===== config.mk =====
export PLATFORM = sky130hd
export DESIGN_NAME = node_if_queue
export DESIGN_NICKNAME = d
export VERILOG_FILES = /design/src/rtl/router_pkg.sv /design/src/rtl/nic_fifo.sv /design/src/rtl/node_if_queue.sv
export SDC_FILE = /design/constraint.sdc
export NUM_CORES = 1
export LEC_CHECK = 0
export CORE_MARGIN = 5
export CORE_UTILIZATION = 59
export CTS_CLUSTER_DIAMETER = 50
export DETAILED_ROUTE_END_ITERATION = 8
export PLACE_DENSITY = 0.81
export SKIP_LAST_GASP = 1
export SYNTH_ARGS = -nofsm -noshare
export SYNTH_HDL_FRONTEND = slang
export SYNTH_SLANG_ARGS = --single-unit

===== constraint.sdc =====
create_clock -name Clk_R -period 3.8 [get_ports Clk_R]
set_input_delay 0.76 -clock Clk_R [delete_from_list [all_inputs] [get_ports Clk_R]]
set_output_delay 0.76 -clock Clk_R [all_outputs]
set_load 0.005 [all_outputs]

===== src/rtl/router_pkg.sv =====
// Shared router types: packet widths, offer FSM encoding, saturating counter helper.
// Latency: n/a (types only).
// Backpressure: n/a.
package router_pkg;

    localparam int TX_PKT_W   = 29;
    localparam int RX_PKT_W   = 24;
    localparam int DROP_CNT_W = 8;

    typedef logic [TX_PKT_W-1:0]   tx_pkt_t;
    typedef logic [RX_PKT_W-1:0]   rx_pkt_t;
    typedef logic [DROP_CNT_W-1:0] drop_cnt_t;

    typedef enum logic [1:0] {
        ST_IDLE  = 2'd0,
        ST_OFFER = 2'd1,
        ST_GAP   = 2'd2
    } offer_state_t;

    function automatic drop_cnt_t sat_inc(input drop_cnt_t v);
        return (v == '1) ? v : v + drop_cnt_t'(1);
    endfunction

endpackage


===== src/rtl/nic_fifo.sv =====
// Generic FIFO with a registered first-word-fall-through head that holds its last value when empty.
// Latency: a push into an empty FIFO is visible on head one cycle later.
// Backpressure: push while full is accepted only when a pop happens in the same cycle.
module nic_fifo #(
    parameter int W     = 8,
    parameter int DEPTH = 4
) (
    input  logic                     clk,
    input  logic                     rst_n,
    input  logic                     push,
    input  logic [W-1:0]             din,
    input  logic                     pop,
    output logic [W-1:0]             head,
    output logic                     full,
    output logic                     empty,
    output logic [$clog2(DEPTH):0]   count
);
    localparam int AW = $clog2(DEPTH);
    localparam int CW = AW + 1;

    logic [W-1:0]  mem [DEPTH];
    logic [AW-1:0] rd_ptr;
    logic [AW-1:0] wr_ptr;
    logic [AW-1:0] rd_ptr_nxt;
    logic [CW-1:0] count_q;
    logic [CW-1:0] count_nxt;
    logic [W-1:0]  head_q;
    logic [W-1:0]  head_nxt;
    logic          do_push;
    logic          do_pop;

    assign empty   = (count_q == '0);
    assign full    = (count_q == CW'(DEPTH));
    assign do_pop  = pop && !empty;
    assign do_push = push && (!full || do_pop);

    // The new head is either an existing entry or the word being written this
    // cycle (only when the FIFO is empty once the pop is taken into account).
    always_comb begin
        rd_ptr_nxt = do_pop ? rd_ptr + AW'(1) : rd_ptr;
        count_nxt  = count_q + CW'(do_push) - CW'(do_pop);
        head_nxt   = head_q;
        if (count_nxt != '0) begin
            head_nxt = (do_push && (wr_ptr == rd_ptr_nxt)) ? din : mem[rd_ptr_nxt];
        end
    end

    always_ff @(posedge clk) begin
        if (do_push) begin
            mem[wr_ptr] <= din;
        end
    end

    always_ff @(posedge clk or negedge rst_n) begin
        if (!rst_n) begin
            rd_ptr  <= '0;
            wr_ptr  <= '0;
            count_q <= '0;
            head_q  <= '0;
        end else begin
            rd_ptr  <= rd_ptr_nxt;
            count_q <= count_nxt;
            head_q  <= head_nxt;
            if (do_push) begin
                wr_ptr <= wr_ptr + AW'(1);
            end
        end
    end

    assign head  = head_q;
    assign count = count_q;

endmodule


===== src/rtl/node_if_queue.sv =====
// Node interface: outbound queue offered to router_core with a one-cycle gap after every take,
// inbound FWFT queue with saturating overflow drop counter. Latency: push->offer 2 edges, inbound push->read 1 edge.
// Backpressure: outbound via Node_Full; inbound has none, packets arriving on a full queue are dropped.
module node_if_queue
    import router_pkg::*;
#(
    parameter int TX_DEPTH = 4,
    parameter int RX_DEPTH = 4
) (
    input  logic                  Clk_R,
    input  logic                  Rst_n,
    input  logic                  Node_Wr_En,
    input  logic [TX_PKT_W-1:0]   Node_Wr_Packet,
    output logic                  Node_Full,
    output logic [TX_PKT_W-1:0]   Packet_From_Node,
    output logic                  Packet_From_Node_Valid,
    input  logic                  Core_Load_Ack,
    input  logic [RX_PKT_W-1:0]   Packet_To_Node,
    input  logic                  Packet_To_Node_Valid,
    input  logic                  Node_Rd_En,
    output logic [RX_PKT_W-1:0]   Node_Rd_Packet,
    output logic                  Node_Rd_Valid,
    output logic [DROP_CNT_W-1:0] Drop_Count
);
    localparam int TX_CW = $clog2(TX_DEPTH) + 1;
    localparam int RX_CW = $clog2(RX_DEPTH) + 1;

    offer_state_t   state;
    tx_pkt_t        offer_pkt;
    logic           offer_vld;
    drop_cnt_t      drop_cnt;

    tx_pkt_t        tx_head;
    logic           tx_full;
    logic           tx_empty;
    logic [TX_CW-1:0] tx_count;
    logic           tx_push;
    logic           tx_pop;

    rx_pkt_t        rx_head;
    logic           rx_full;
    logic           rx_empty;
    logic [RX_CW-1:0] rx_count;
    logic           rx_drop;

    // A full outbound queue refuses writes even when the core takes the head
    // in the same cycle, so the node sees a simple full/not-full contract.
    assign tx_push = Node_Wr_En && !tx_full;
    assign tx_pop  = (state == ST_OFFER) && Core_Load_Ack;

    nic_fifo #(
        .W     (TX_PKT_W),
        .DEPTH (TX_DEPTH)
    ) u_tx_fifo (
        .clk   (Clk_R),
        .rst_n (Rst_n),
        .push  (tx_push),
        .din   (Node_Wr_Packet),
        .pop   (tx_pop),
        .head  (tx_head),
        .full  (tx_full),
        .empty (tx_empty),
        .count (tx_count)
    );

    nic_fifo #(
        .W     (RX_PKT_W),
        .DEPTH (RX_DEPTH)
    ) u_rx_fifo (
        .clk   (Clk_R),
        .rst_n (Rst_n),
        .push  (Packet_To_Node_Valid),
        .din   (Packet_To_Node),
        .pop   (Node_Rd_En),
        .head  (rx_head),
        .full  (rx_full),
        .empty (rx_empty),
        .count (rx_count)
    );

    assign rx_drop = Packet_To_Node_Valid && rx_full && !Node_Rd_En;

    always_ff @(posedge Clk_R or negedge Rst_n) begin
        if (!Rst_n) begin
            state     <= ST_IDLE;
            offer_vld <= 1'b0;
            offer_pkt <= '0;
        end else begin
            case (state)
                ST_IDLE: begin
                    if (!tx_empty) begin
                        state     <= ST_OFFER;
                        offer_vld <= 1'b1;
                        offer_pkt <= tx_head;
                    end
                end
                ST_OFFER: begin
                    if (Core_Load_Ack) begin
                        state     <= ST_GAP;
                        offer_vld <= 1'b0;
                    end
                end
                ST_GAP: begin
                    if (!tx_empty) begin
                        state     <= ST_OFFER;
                        offer_vld <= 1'b1;
                        offer_pkt <= tx_head;
                    end else begin
                        state     <= ST_IDLE;
                    end
                end
                default: begin
                    state     <= ST_IDLE;
                    offer_vld <= 1'b0;
                end
            endcase
        end
    end

    always_ff @(posedge Clk_R or negedge Rst_n) begin
        if (!Rst_n) begin
            drop_cnt <= '0;
        end else if (rx_drop) begin
            drop_cnt <= sat_inc(drop_cnt);
        end
    end

    // Occupancy can never exceed the configured depth on either side.
    a_tx_count: assert property (@(posedge Clk_R) disable iff (!Rst_n)
        tx_count <= TX_CW'(TX_DEPTH));
    a_rx_count: assert property (@(posedge Clk_R) disable iff (!Rst_n)
        rx_count <= RX_CW'(RX_DEPTH));

    assign Node_Full              = tx_full;
    assign Packet_From_Node       = offer_pkt;
    assign Packet_From_Node_Valid = offer_vld;
    assign Node_Rd_Packet         = rx_head;
    assign Node_Rd_Valid          = !rx_empty;
    assign Drop_Count             = drop_cnt;

endmodule


==> results.cfg <==
; physical design summary
[final_timing]
rsz0062_at_grt = no
holdWs_ns = 0.275
hold_viol_final = 0
fin_crit_ns = 3.13
tns_ns = 0
worstMarginPinSlew_ns = 1.01
setup_viol_count_final = 0
fin_ws_ns = 0.670

[synth]
ys_seq_share = 0.588
netlist_top_cells_area = edfxtp_1, dfrtp_1, mux2i_1
syn_inst = 1269
syn_nets = 1343
yosysTopAreaCellShare = 0.414
ys.flop_type = edfxtp_1
syn_area_um2 = 15400
ys.flops = 319
ys_warn_count = 0
synth.distinct_cells = 53

[grt]
antenna_found_initial = 0
grt_overflow = 0
grt_pass1_vias = 11000
grt_max_degree = 123

[critical_path]
r2r-start = u_tx_fifo.count[2]
start_kind = input pin
r2r_slack_ns = 0.77
crit_type = in -> reg
cp-startpoint = Core_Load_Ack
arrival_ns = 3.50
crit_path_end_kind = flip-flop
cp_max_fo = 34
reg2reg_depth = 10

[pwr]
p_per_area_nw_per_um2 = 885
p_total_mw = 16.1
ir_worst_vdd_mv = 0.688
p_comb_frac = 0.421
seq_power_mw = 5.55
pg_clk_mw = 3.80
maxPowerGroup = combinational logic
switching_share = 0.366
power_frac_seq = 0.344

[clock_tree]
path_clk_slew_ns = 0.06
cts.sink_count = 319
htreeDepth = 2
clock_latency_ns = 0.52
ctsHoldBuffers = 0
cts_setup_buffers = 0
post_cts_resized = 0
cts-root-buf = clkbuf_16
cts_buffer_depth = 3

[final_layout]
top_regs = u_tx_fifo.mem x116, u_rx_fifo.mem x96
fillerInstances = 1787
top_area_cell_class = registers
areaGrowthSynthToFinish_pct = 18.5
seq_cell_count = 319
nMultiInputCombCells = 818
clkbuf_count = 46
largest_reg_flops = 116
lay_top_cells = edfxtp_1, nand2_1, clkdlybuf4s50_1
fin_nets = 1419
antenna_cells = 0
drive_gt1_frac = 0.127
n_all_buffers = 154
final_cell_area_um2 = 18200
bufAreaShareNonClock = 0.0848
clkCellAreaFrac = 0.0736
seq_area_um2 = 9050
layout_top_cell = edfxtp_1
comb_share = 0.319

[min_path]
hp-class = in -> async

[detailed_routing]
drc_errors = 0
wl_met2_um = 17900
highest_layer = met4
met3_length_um = 2430
m1WireLength_um = 14500

[placement]
port_buffers = 122
hpwl_um = 20200
dp_cells = 1640
pre_cts_slack_ns = 0.168
gp_congestion = 0.747
placed_area_um2 = 16900

[floorplan]
tapCellCount = 335
chip_area_um2 = 29400
die_h_um = 171
rows = 59
die_x_um = 171
io_pins = 123

[status]
status = finished clean

[job]
maxCapViolations = 0
## logic make-up (layout without fill, tap and decap cells)
kind of cell	Yosys count	count (layout)	synth area share
flip-flops	319	319	0.588
adder cells (fa/ha/maj)	15	15	0.0132
AND/OR/NAND/NOR	370	370	0.125
XOR/XNOR	19	19	0.0113
buffers and inverters	132	238	0.0368
AND-OR/OR-AND	283	283	0.136
multiplexers	131	131	0.0900
## worst max-delay path, stage by stage
cell	delay (ns)
clkdlybuf4s50_1	0.46
nand3b_1	0.18
nor2_2	0.05
ha_1	0.27
inv_1	0.04
ha_1	0.18
fa_1	0.38
xnor2_1	0.15
xnor2_1	0.16
or3_2	0.50
buf_12	0.20
nor2_1	0.11
a31oi_1	0.05
Fig. 1: M2 wires
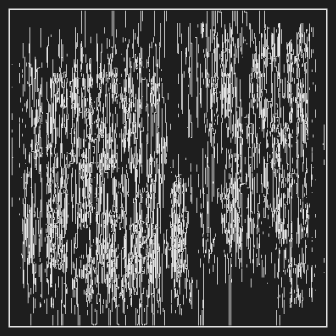
main direction	vertical
share of all routed wire	50%
wire length on this layer	17,900 µm
nets with wire on the layer	1,212
longest straight run	59.8 µm
via count: 11,000
routed wire length: 35,700 µm
met2 Resource Use GR: 0.407

Fig. 2: routed metal per tile
The bar under the picture is 50 µm long. 34 x 34 tiles, from black (low) to pale yellow (high), scaled to the fullest tile. Values are wire area over tile area, all layers added.
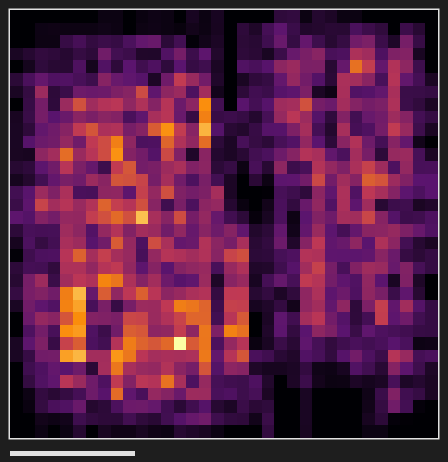
emptiest ninth of the die	bottom right
nearly empty tiles	8.7%
mean over tiles	0.20
fullest tile	0.76
densest ninth of the die	left middle
tiles over half the peak	9.4%
GRT Util Overall: 0.239
DR WL/cell: 20.9 µm

Fig. 3: routing congestion map
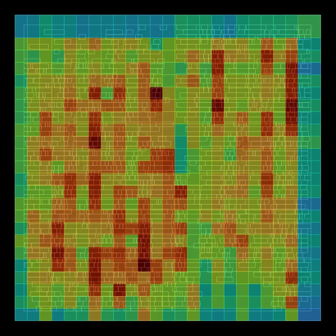
met3 usage: 0.0361
Final Core Density: 0.706
gr busiest metal: met2
GR Util met1: 0.314

Fig. 4: cell area per tile
The bar under the picture is 50 µm long. 17 x 17 tiles, from black (low) to pale yellow (high), 0 to 100% covered.
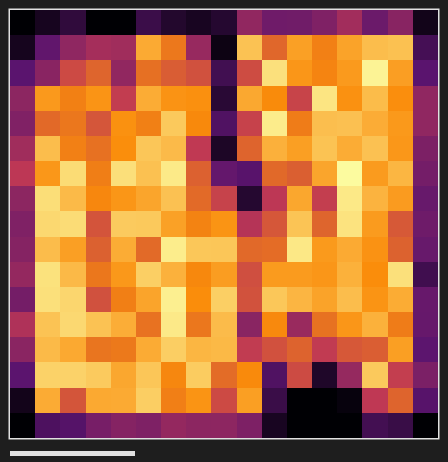
tiles over 75% full	44%
nearly empty tiles	3.5%
fullest tile	99%
mean over tiles	61%
Core ar.: 25,800 µm²
FP Core Util: 0.595

